### config.mk
export PLATFORM = sky130hd
export DESIGN_NAME = fp_norm_ctrl
export DESIGN_NICKNAME = d
export VERILOG_FILES = /design/src/rtl/fp_norm_ctrl_pkg.sv /design/src/rtl/fp_norm_ctrl_shift_left.sv /design/src/rtl/fp_norm_ctrl.sv
export SDC_FILE = /design/constraint.sdc
export NUM_CORES = 1
export LEC_CHECK = 0
export CAP_MARGIN = 30
export CORE_ASPECT_RATIO = 1.5
export CORE_MARGIN = 2
export CORE_UTILIZATION = 40
export CTS_CLUSTER_SIZE = 16
export DETAILED_ROUTE_END_ITERATION = 6
export GPL_TIMING_DRIVEN = 0
export PLACE_DENSITY = 0.71
export SLEW_MARGIN = 20
export SYNTH_ARGS = -nofsm -noshare
export SYNTH_HDL_FRONTEND = slang
export SYNTH_SLANG_ARGS = --single-unit
### constraint.sdc
create_clock -name clk -period 5.49 [get_ports clk]
set_input_delay 1.098 -clock clk [delete_from_list [all_inputs] [get_ports clk]]
set_output_delay 1.098 -clock clk [all_outputs]
set_load 0.01 [all_outputs]
### src/rtl/fp_norm_ctrl_pkg.sv
// Shared definitions for the post-add normalization sequencer: FSM encoding,
// Inf/NaN exponent code and the binary-search step-width table.
package fp_norm_ctrl_pkg;

  typedef enum logic [1:0] {
    ST_IDLE = 2'd0,
    ST_STEP = 2'd1,
    ST_DONE = 2'd2
  } state_t;

  localparam int unsigned EXP_MAX_DEF = 255;
  localparam int unsigned N_STEPS     = 5;
  localparam logic [2:0]  LAST_STEP   = 3'd4;

  // Step widths 16/8/4/2/1 for search steps 0..4.
  function automatic logic [4:0] step_width(input logic [2:0] step);
    logic [4:0] k;
    case (step)
      3'd0:    k = 5'd16;
      3'd1:    k = 5'd8;
      3'd2:    k = 5'd4;
      3'd3:    k = 5'd2;
      default: k = 5'd1;
    endcase
    return k;
  endfunction

  // Mask selecting the top k bits of the 24-bit significand field.
  function automatic logic [23:0] top_mask(input logic [4:0] k);
    return ~(24'hFF_FFFF >> k);
  endfunction

endpackage

### src/rtl/fp_norm_ctrl_shift_left.sv
// 25-bit, 5-stage logarithmic left barrel shifter (purely combinational).
module fp_norm_ctrl_shift_left (
  input  logic [24:0] i_data,
  input  logic [4:0]  i_shift,
  output logic [24:0] o_data
);

  logic [24:0] w_s0;
  logic [24:0] w_s1;
  logic [24:0] w_s2;
  logic [24:0] w_s3;

  assign w_s0   = i_shift[0] ? {i_data[23:0], 1'b0}  : i_data;
  assign w_s1   = i_shift[1] ? {w_s0[22:0], 2'b0}    : w_s0;
  assign w_s2   = i_shift[2] ? {w_s1[20:0], 4'b0}    : w_s1;
  assign w_s3   = i_shift[3] ? {w_s2[16:0], 8'b0}    : w_s2;
  assign o_data = i_shift[4] ? {w_s3[8:0], 16'b0}    : w_s3;

endmodule

### src/rtl/fp_norm_ctrl.sv
// Iterative FP32 post-add normalizer: 5-step binary search for the left-shift
// amount, exponent clamping to denormal, carry-out, zero and Inf/NaN handling.
module fp_norm_ctrl
  import fp_norm_ctrl_pkg::*;
#(
  parameter int unsigned EXP_W   = 8,
  parameter int unsigned MANT_W  = 25,
  parameter int unsigned EXP_MAX = EXP_MAX_DEF
) (
  input  logic              clk,
  input  logic              rst,
  input  logic              in_valid,
  output logic              in_ready,
  input  logic              in_sign,
  input  logic [EXP_W-1:0]  in_exp,
  input  logic [MANT_W-1:0] in_mant,
  output logic              out_valid,
  input  logic              out_ready,
  output logic              out_sign,
  output logic [EXP_W-1:0]  out_exp,
  output logic [23:0]       out_mant,
  output logic              out_ovf,
  output logic              out_zero,
  output logic              out_denorm
);

  localparam logic [EXP_W-1:0] EXP_ONES = EXP_W'(EXP_MAX);
  localparam logic [EXP_W-1:0] EXP_ONE  = EXP_W'(1);

  state_t            r_state;
  logic              r_sign;
  logic [EXP_W-1:0]  r_exp;
  logic [MANT_W-1:0] r_mant;
  logic [4:0]        r_sh;
  logic [2:0]        r_step;
  logic              r_ovf;
  logic              r_spec;
  logic              r_in_ready;
  logic              r_out_valid;

  logic [24:0]       w_cur;
  logic [4:0]        w_k;
  logic              w_top_clear;
  logic              w_exp_gt;
  logic [EXP_W-1:0]  w_exp_inc;
  logic [EXP_W-1:0]  w_exp_dec;

  fp_norm_ctrl_shift_left u_shift_left (
    .i_data  (r_mant),
    .i_shift (r_sh),
    .o_data  (w_cur)
  );

  // Current search step: shift by k only if the top k bits are clear and the
  // exponent stays >= 1, so the net shift is min(lzc, exp-1).
  assign w_k         = step_width(r_step);
  assign w_top_clear = (w_cur[23:0] & top_mask(w_k)) == 24'd0;
  assign w_exp_gt    = r_exp > EXP_W'(w_k);
  assign w_exp_inc   = in_exp + EXP_ONE;

  always_ff @(posedge clk) begin
    if (rst) begin
      r_state     <= ST_IDLE;
      r_sign      <= 1'b0;
      r_exp       <= '0;
      r_mant      <= '0;
      r_sh        <= '0;
      r_step      <= '0;
      r_ovf       <= 1'b0;
      r_spec      <= 1'b0;
      r_in_ready  <= 1'b1;
      r_out_valid <= 1'b0;
    end else begin
      case (r_state)
        ST_IDLE: begin
          if (in_valid) begin
            r_sign     <= in_sign;
            r_sh       <= '0;
            r_step     <= '0;
            r_in_ready <= 1'b0;
            if (in_exp == EXP_ONES) begin
              r_spec      <= 1'b1;
              r_mant      <= in_mant;
              r_exp       <= in_exp;
              r_out_valid <= 1'b1;
              r_state     <= ST_DONE;
            end else if (in_mant == '0) begin
              r_mant      <= '0;
              r_exp       <= '0;
              r_out_valid <= 1'b1;
              r_state     <= ST_DONE;
            end else if (in_mant[24]) begin
              r_exp <= w_exp_inc;
              if (w_exp_inc == EXP_ONES) begin
                r_mant <= '0;
                r_ovf  <= 1'b1;
              end else begin
                r_mant <= in_mant >> 1;
              end
              r_out_valid <= 1'b1;
              r_state     <= ST_DONE;
            end else begin
              r_mant  <= in_mant;
              r_exp   <= in_exp;
              r_state <= ST_STEP;
            end
          end
        end

        ST_STEP: begin
          if (w_top_clear && w_exp_gt) begin
            r_sh  <= r_sh | w_k;
            r_exp <= r_exp - EXP_W'(w_k);
          end
          r_step <= r_step + 3'd1;
          if (r_step == LAST_STEP) begin
            r_out_valid <= 1'b1;
            r_state     <= ST_DONE;
          end
        end

        ST_DONE: begin
          if (out_ready) begin
            r_ovf       <= 1'b0;
            r_spec      <= 1'b0;
            r_out_valid <= 1'b0;
            r_in_ready  <= 1'b1;
            r_state     <= ST_IDLE;
          end
        end

        default: begin
          r_out_valid <= 1'b0;
          r_in_ready  <= 1'b1;
          r_state     <= ST_IDLE;
        end
      endcase
    end
  end

  // Exponent decode; a carry into the hidden bit from a denormal sum is promoted to exp 1.
  always_comb begin
    w_exp_dec = '0;
    if (r_ovf) begin
      w_exp_dec = EXP_ONES;
    end else if (r_spec) begin
      w_exp_dec = r_exp;
    end else if (w_cur[23]) begin
      w_exp_dec = (r_exp == '0) ? EXP_ONE : r_exp;
    end
  end

  assign in_ready   = r_in_ready;
  assign out_valid  = r_out_valid;
  assign out_sign   = r_out_valid & r_sign;
  assign out_exp    = r_out_valid ? w_exp_dec : '0;
  assign out_mant   = r_out_valid ? w_cur[23:0] : 24'd0;
  assign out_ovf    = r_out_valid & r_ovf;
  assign out_zero   = r_out_valid & !r_spec & !r_ovf & (w_cur == 25'd0);
  assign out_denorm = r_out_valid & !r_spec & !w_cur[23] & (w_cur != 25'd0);

endmodule

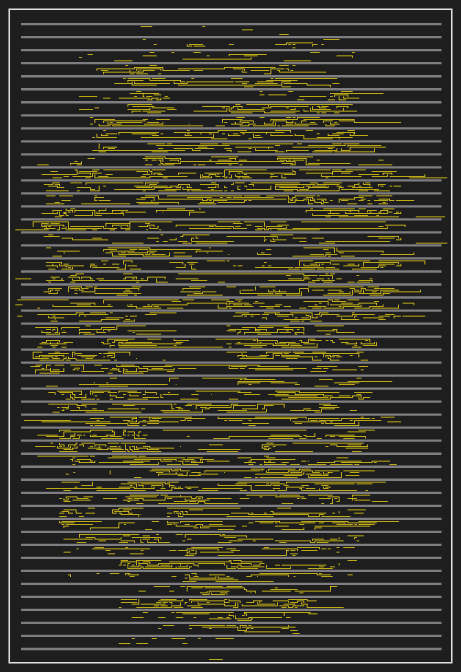
Figure 1: run 1, the metal 1 layer.
Supply wires on this layer in grey.
longest straight run: 29.9 um
main direction: horizontal
wire length on this layer: 6060 um
via count: 5133
met1 Track Usage GR: 28.85%
total wire length: 16810 um

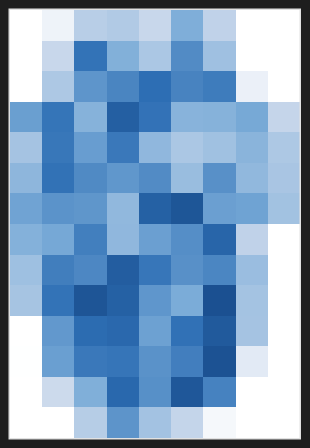
Figure 2: run 1, local utilization.
The die is cut into 9 by 14 equal tiles; white is low, dark blue is high, 0 to 100% covered.
nearly empty tiles: 18%
tiles over 75% full: 12%
fullest tile: 87%
mean over tiles: 44%

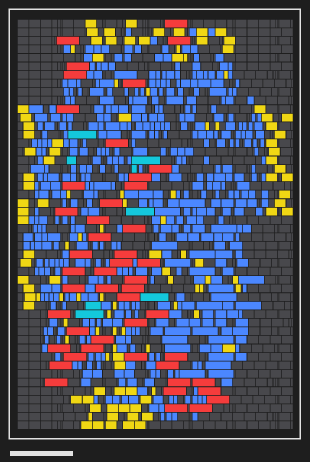
Figure 3: run 1, cell classes on the final placement.
Scale bar: 20 um. Fill, decap, tap and diode cells in grey.
legend:
  other buffers and delay cells:
    colour: yellow
    cells: 119
  flops:
    colour: red
    cells: 48
  all other logic:
    colour: blue
    cells: 493
  clock drivers and dummy loads:
    colour: cyan
    cells: 8

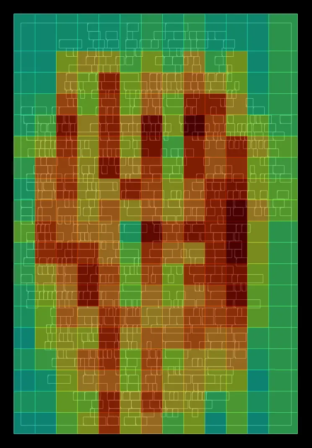
Figure 4: run 1, congestion heat map.
routed length per placed instance: 20.55 um
Post-Route Utilization: 50.02%
M3 GR Usage: 2.605%
GR peak layer: met2

run 1: per-layer routing:
metal | global-route usage, % | routed length (um) | share of wire (%)
met5 | 0 | 0 | 0
met4 | 18.57 | 1172 | 7.0
met3 | 2.605 | 1098 | 6.5
met2 | 47.47 | 8483 | 50
met1 | 28.85 | 6058 | 36
run 1: registers in the layout, indices dropped and copies added (netlist names):
| signal | flops |
|---|---|
| r_ovf | 1 |
| r_sh | 5 |
| r_step | 3 |
| in_ready | 1 |
| out_valid | 1 |
| r_mant | 25 |
| r_state | 2 |
| r_spec | 1 |
| r_sign | 1 |
| r_exp | 8 |
run 1: worst min-delay path by stage:
| stage | cells after the start | end | startpoint | slack, ps |
|---|---|---|---|---|
| after floorplan | 2 | r_mant[24] | r_mant[24] | 430 |
| after global placement | 2 | r_sign | r_sign | 440 |
| after detailed placement | 2 | r_sign | r_sign | 450 |
| after CTS | 2 | r_sign | r_sign | 460 |
| after global routing | 2 | r_sign | r_sign | 500 |
| final | 2 | r_sign | r_sign | 450 |
run 1: metrics by stage:
stage	hold WS, ps	std cells	util (%)	setup slack (ps)	cell area [um2]
finish	454.1	818	50.02	264.5	5738
global route	495.5	818	50.02	36.85	5738
CTS	455.5	818	49.99	226.1	5734
detailed placement	447.2	810	48.66	560.1	5582
global placement	442.7	810	48.66	598.9	5582
floorplan	431.3	587	-	1654	4663
run 1: kinds of logic (layout without fill, tap and decap cells):
family | Yosys count | count (layout) | synth area share, %
compound gates | 154 | 154 | 23.56
simple gates | 236 | 236 | 24.23
fa+ha+maj | 14 | 14 | 3.917
xor+xnor | 8 | 8 | 1.502
mux | 67 | 67 | 20.50
flops | 48 | 48 | 20.61
buf+inv | 60 | 141 | 5.688
==> job_summary.md, run 1 <==
## PnR job results

| Metric | Value |
|---|---|
| Comb/total area | `59.97%` |
| CTS tree | `done` |
| Stage-log warning count | `31` |
| Combinational Power | `481 uW` |
| Pwr per Cell Area | `217.3 mW/mm2` |
| Buffers, non-clock | `119` |
| First-pass GRT wire length | `25940 um` |
| Layout cell share with drive strength beyond 1 | `10.18%` |
| Slowest CP cell | `clkdlybuf4s50_1` |
| Die area | `0.01256 mm2` |
| Final Max Tran Viols | `0` |
| Setup crit end kind | `output pin` |
| Seq area share | `16.75%` |
| Die Span X | `92.16 um` |
| Yosys Chip Area | `0.004663 mm2` |
| Nonclk inv count | `14` |
| Gp weighted congestion | `0.9691` |
| Logic pwr share | `38.5%` |
| Sink Count | `48` |
| Status | `finished clean` |
| Post-DP HPWL | `13260 um` |
| GRT overflow | `0` |
| Largest cell class by area | `logic gates` |
| Most frequent cell after synthesis | `nor2_1` |
| Buf+Inv Stages, Crit Path | `4` |
==> run 1 -> run 2 <==
- ABC_AREA: not set -> 1
- PLACE_DENSITY: 0.71 -> 0.7
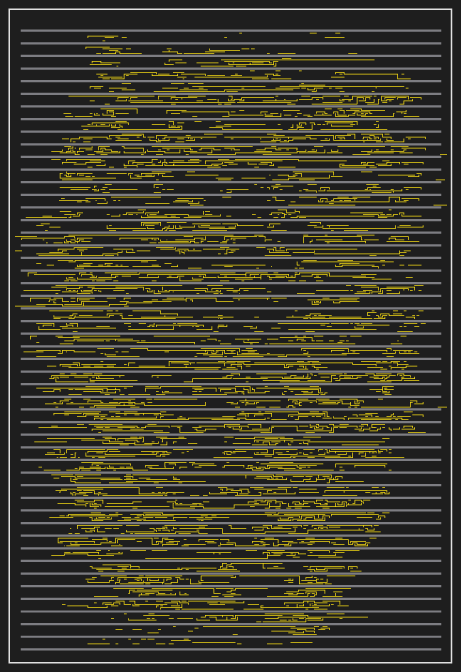
Figure 5: run 2, the metal 1 layer.
Supply wires on this layer in grey.
wire length on this layer: 6990 um
share of all routed wire: 40%
main direction: horizontal
nets with wire on the layer: 918
total wire length: 17270 um
met1 Track Usage GR: 30.98%

==> run 2 against run 1 <==
Net effect: clock skew is 4.1 ps higher; fmax is 19% higher; register-to-register slack better by 550 ps; critical path depth is 2 higher; count of clock-buffer cells in the layout stayed put; power is 72% higher; first-iteration DRC count is 15% lower; largest cell class unchanged.
==> job_summary.md, run 2 <==
## PnR job results

| Metric | Value |
|---|---|
| Largest net degree at the start of global routing | `16` |
| DP Area | `0.005897 mm2 (+5.6%)` |
| CTS tree | `done` |
| Routed length per placed instance | `15.66 um (-24%)` |
| Setup crit end kind | `output pin` |
| Gp weighted congestion | `0.9919 (+2.4%)` |
| Hold Path Origin | `r_mant[23]` |
| Pwr per Cell Area | `355.1 mW/mm2 (+63%)` |
| Final #Nets | `1001` |
| Final setup violation count | `0` |
| Place WS | `1413 ps (+852.5 ps)` |
| Die Span X | `94.97 um (+3.0%)` |
| Final Skew | `7.918 ps` |
| Final Max Tran Viols | `0 (unchanged)` |
| CTS clk-pin slew, worst paths | `70 ps` |
| Status | `finished clean` |
| Stage-log warning count | `31 (unchanged)` |
| Sink Count | `48 (unchanged)` |
| ANT nets after route | `0` |
| Design area | `0.006051 mm2 (+5.5%)` |
| Max reg flops | `25 (unchanged)` |
| Worst-margin pin slew | `606.7 ps` |
| Final worst-path setup slack | `1101 ps (+836.8 ps)` |
| Worst-path maximum fanout | `10` |
| Port-buffer cells | `74` |
| Regs by FF count | `r_mant: 25 flops, r_exp: 8 flops, r_sh: 5 flops` |
| IO Pins | `76` |
| Hold EP | `r_mant[23]` |
| Min-Delay Path Depth | `2 (unchanged)` |
| First-pass GRT wire length | `27750 um (+7.0%)` |
| Reg with most FFs | `r_mant` |
| Via count | `6005 (+17%)` |
| Post-DP HPWL | `14130 um (+6.6%)` |
| Die height | `140.4 um` |
| Most frequent cell after synthesis | `nand2_1` |
| Layout cell share with drive strength beyond 1 | `6.526% (-3.7 points)` |
| Die area | `0.01334 mm2 (+6.2%)` |
| GRT overflow | `0 (unchanged)` |
| Yosys Chip Area | `0.004965 mm2 (+6.5%)` |
run 2: netlist changes by cell type in the layout (fill, tap and decap cells not counted), moves of 21 or more:
cell      delta
nand2_1    +170
nand3_1    +117
inv_1       +69
o21ai_0     +60
nor3_1      -37
mux2i_1     -30
a21oi_1     +25
a221oi_1    -23
mux4_2      -21
run 2: per-layer routing:
metal  wire, um  global-route usage, %
met5          0                      0
met4       1029                  14.72
met3        678                  1.883
met2       8569                  46.21
met1       6993                  30.98
run 2: worst max-delay path, cell delays in order, from the launching register on:
cell             delay [ps]
dfxtp_1                 320
buf_6                   140
inv_4                    70
buf_8                   160
nand2_4                  70
nand3_2                  70
nand3_1                 170
nand2_1                 100
nand2_1                 120
nand2_1                 100
nand2_1                 190
nand3_1                  90
nor4_1                  560
nor3b_1                 270
clkdlybuf4s50_1         570
run 2: layout make-up:
cell class | count | area share (%)
buffer | 51 | 4.342
clock buffer | 6 | 2.295
clock inverter | 2 | 0.2481
inverter | 85 | 5.335
multi-input combinational | 684 | 56.49
sequential | 48 | 15.88
tap | 153 | 3.164
timing repair buffer | 74 | 12.24
run 2: cell families after synthesis:
group | synth area share, %
xor gates and xnor gates | 1.235
adders and majority gates | 3.680
DFF | 19.35
AOI/OAI and AO/OA | 18.83
buffers and inverters | 11.79
and+or+nand+nor | 45.11
run 2: through the flow:
stage               std cells  utilization [%]  hold WS, ps
CTS                      1103            50.10        492.2
global placement         1095            48.82        469.4
floorplan                 868                -        452.6
finish                   1103            50.10        494.9
detailed placement       1095            48.82        479.0
global route             1103            50.10        532.3
run 2: report_power, final:
| part | switching, uW | internal (uW) |
|---|---|---|
| Clock | 137 | 181 |
| Sequential | 88.7 | 436 |
| Combinational | 843 | 463 |
| Total | 1070 | 1080 |
Power and IR drop assume default switching activity.
